Design flappy_render_score, sky130hd; sources not shown.
metal_stack.png
Two of the layers only.
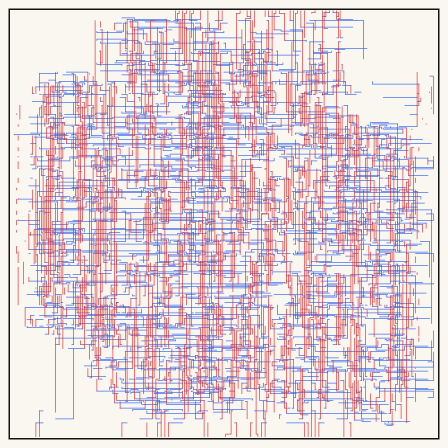
| colour | layer | wire length |
|---|---|---|
| red | met2 | 8,820 um |
| blue | met1 | 7,910 um |
aggregate global-route resource usage: 0.307
Total Wirelength: 18,400 um
detail-routed net length per standard cell: 16.4 um
overall via count from detail_route: 6,687

pdn.png
The bar under the picture is 20 um long. Pins as bars on the die edge. Tap cells in grey.
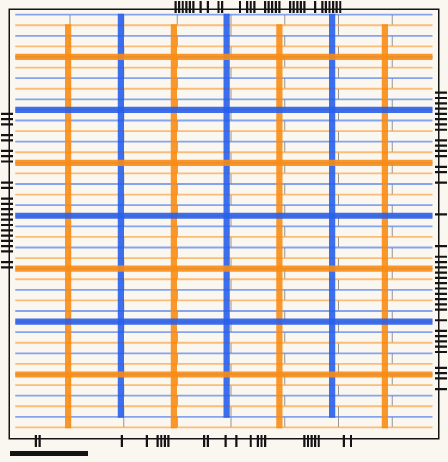
| colour | net |
|---|---|
| blue | VDD |
| orange | VSS |
met4 straps: 7
met5 straps: 7
signal pins: 115
tap cells: 143
worst IR drop on VDD: 106 uV
width of the die: 110 um

met4.png
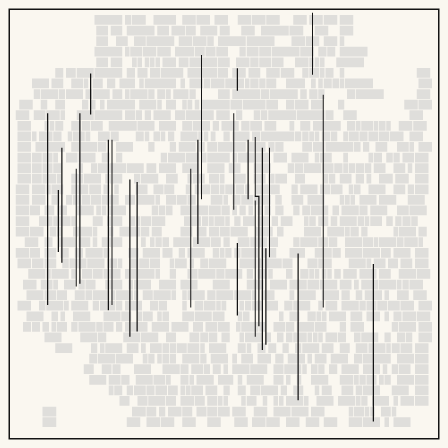
longest straight run: 54.4 um
share of all routed wire: 4.6%

final_congestion.png
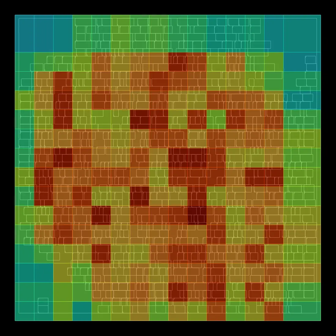
met1 track demand over resource in global routing: 0.358
global-route met2 utilization: 0.571

==> summary.txt <==
Update from the flow run.

The flow ran to the end, and the final reports show no timing, DRC or antenna violations. The net count after synthesis is 1,088. The biggest cell category by area in the final layout is logic gates. The synthesized area is 6410 um^2. The share of synthesized area in the top cell type comes to 0.332. Summing all non-filler instances in the final layout gives an area of 8130 um^2. The non-clock buffer contribution to total cell area is 0.196.

The detailed-route DRC error count is 0. At the placement stage, the worst setup path has a slack of -0.159 ns. The cell type with the highest aggregate area in the netlist is ha_1.

The instance count of the mapped netlist is 833. Registers take 500 um^2. The largest fanout on the critical path is 6. The final antenna diode count is 0. The H-tree level count is 1. Non-clock inverters in the final layout number 71.

The number of port buffers is 114. Entering global routing, the biggest net connects 20 pins. The fraction of synthesized area in multiplexers is 0.00488. The final core area utilization is 0.715. Dividing the final minimum period by the clock period gives 0.952. The share of the core area taken by cells at floorplan is 0.564. The part of the Yosys area used for sequential elements is 0.0780.

The number of tap cells inserted is 143. The number of warning messages in the logs is 33. The region available for standard cell placement spans 11,400 um^2.

The fraction of cell area in sequential cells is reported as 0.0616. TritonCTS reports the number of clock sinks as 25. The logic area is 5540 um^2. For this run, the top clock speed supported by timing is 206 MHz. The floorplan has 39 rows. The flow measured a signed area growth from synthesis to layout of 26.7%. The share of async-settable or async-resettable flops after synthesis is 0. The xor/xnor share of the synthesized area is 0.0915. Measured on the final layout, the clock distribution area share stands at 0.00600.

Per the synthesis report, the adder-cell share of the synthesized area is 0.335. The worst path in the final design needs a cycle of 4.86 ns, including I/O delays and setup. In this run, distinct cell masters in the synthesized netlist total 66. By area, the combinational part of the netlist is dominated by adder cells. The worst hold path belongs to the class reg -> reg. The count of nets left with antenna violations once routing finished came out at 0. The max-slew check reports its worst relative slack as 0.455. Dividing total power by cell area gives a power density of 124 nW/um^2. The pin slew with the least headroom to its limit is 0.818 ns.

Per the synthesis report, the AND-OR/OR-AND share of the synthesized area is 0.201. The total placed cells including tap cells is 1,122. The number of global-route vias before repair is 6,544. The global placer's final weighted congestion is 0.938. The post-route non-filler standard cell count is 1,126. The count of routing violations after the opening detailed-route iteration is 438. For reference, the final report shows the hold violation count at 0.

At the later pin of the worst-skew pair, clock insertion delay measures 0.27 ns. The average footprint of a synthesized cell is 7.70 um^2. The count of cells along the worst hold path is 1. Of the cells placed in the final design, the portion with a size suffix greater than 1 is 0.0926. The clock arrives with 0.00876 ns of skew. Sorting the synthesized cells by how often they occur yields 170 x ha_1, 71 x inv_1, 59 x nand2_1, 56 x a21oi_1, 55 x nor2_1. In the final layout, the clock buffer count is 4. The count of plain and timing-repair buffers is 173.

The root cell of the clock tree is clkbuf_8. The leakage power summed over all cells is 3.86 nW. The max-slew violation total from the final report is 0. The layout report gives the multi-input gate share of total cell area as 0.681. The met3 track demand over resource is 0.0276.
[cells in the final DEF, fill, tap and decap left out, types with 4 or more instances in the layout]
master           count
inv_1               71
xnor2_1             42
o2111ai_1            5
nor4_1              10
a21o_1              25
and2_1               6
a221oi_1             6
nor3_1              21
nor3b_1              5
o211ai_1             4
nand2_1             59
a21oi_2             10
a2111oi_0            4
o21ai_0             32
and3_1              11
nand2b_1            23
buf_4               58
nor2b_1             10
a31oi_1             13
nand3_1             32
xor2_1              24
a211oi_1             9
nand4_1             18
dfxtp_1             25
clkdlybuf4s50_1    114
nor2_1              55
o21a_1               6
a21oi_1             56
ha_1               170
[repair_timing]
item,4_1_cts,5_1_grt
gates resized,0,6
setup buffers,0,0
setup endpoints to repair,0,15
[report_power, final]
group | internal, W | switching (W)
combinational | 0.000327 | 0.000355
sequential | 0.000199 | 0.00000276
clock | 0.0000613 | 0.0000632
total | 0.000586 | 0.000421
[worst max-delay path, cell delays in order]
cell	delay [ns]
clkdlybuf4s50_1	0.50
inv_1	0.07
ha_1	0.20
nand2b_1	0.17
nand3_2	0.13
nand2_1	0.12
ha_1	0.30
o21ai_0	0.08
a31o_2	0.22
a21oi_1	0.16
o2111ai_1	0.14
a21boi_1	0.22
nor3_1	0.08
ha_1	0.28
ha_1	0.15
inv_1	0.06
fa_2	0.38
or3_4	0.43
nor4_4	0.22
nor3_1	0.08
[metal layers]
| metal | vias up | share of wire |
|---|---|---|
| met5 | - | 0 |
| met4 | 0 | 0.045 |
| met3 | 55 | 0.046 |
| met2 | 211 | 0.48 |
| met1 | 3083 | 0.43 |
| li1 | 3338 | - |
Power is estimated from default activity; no workload was simulated.
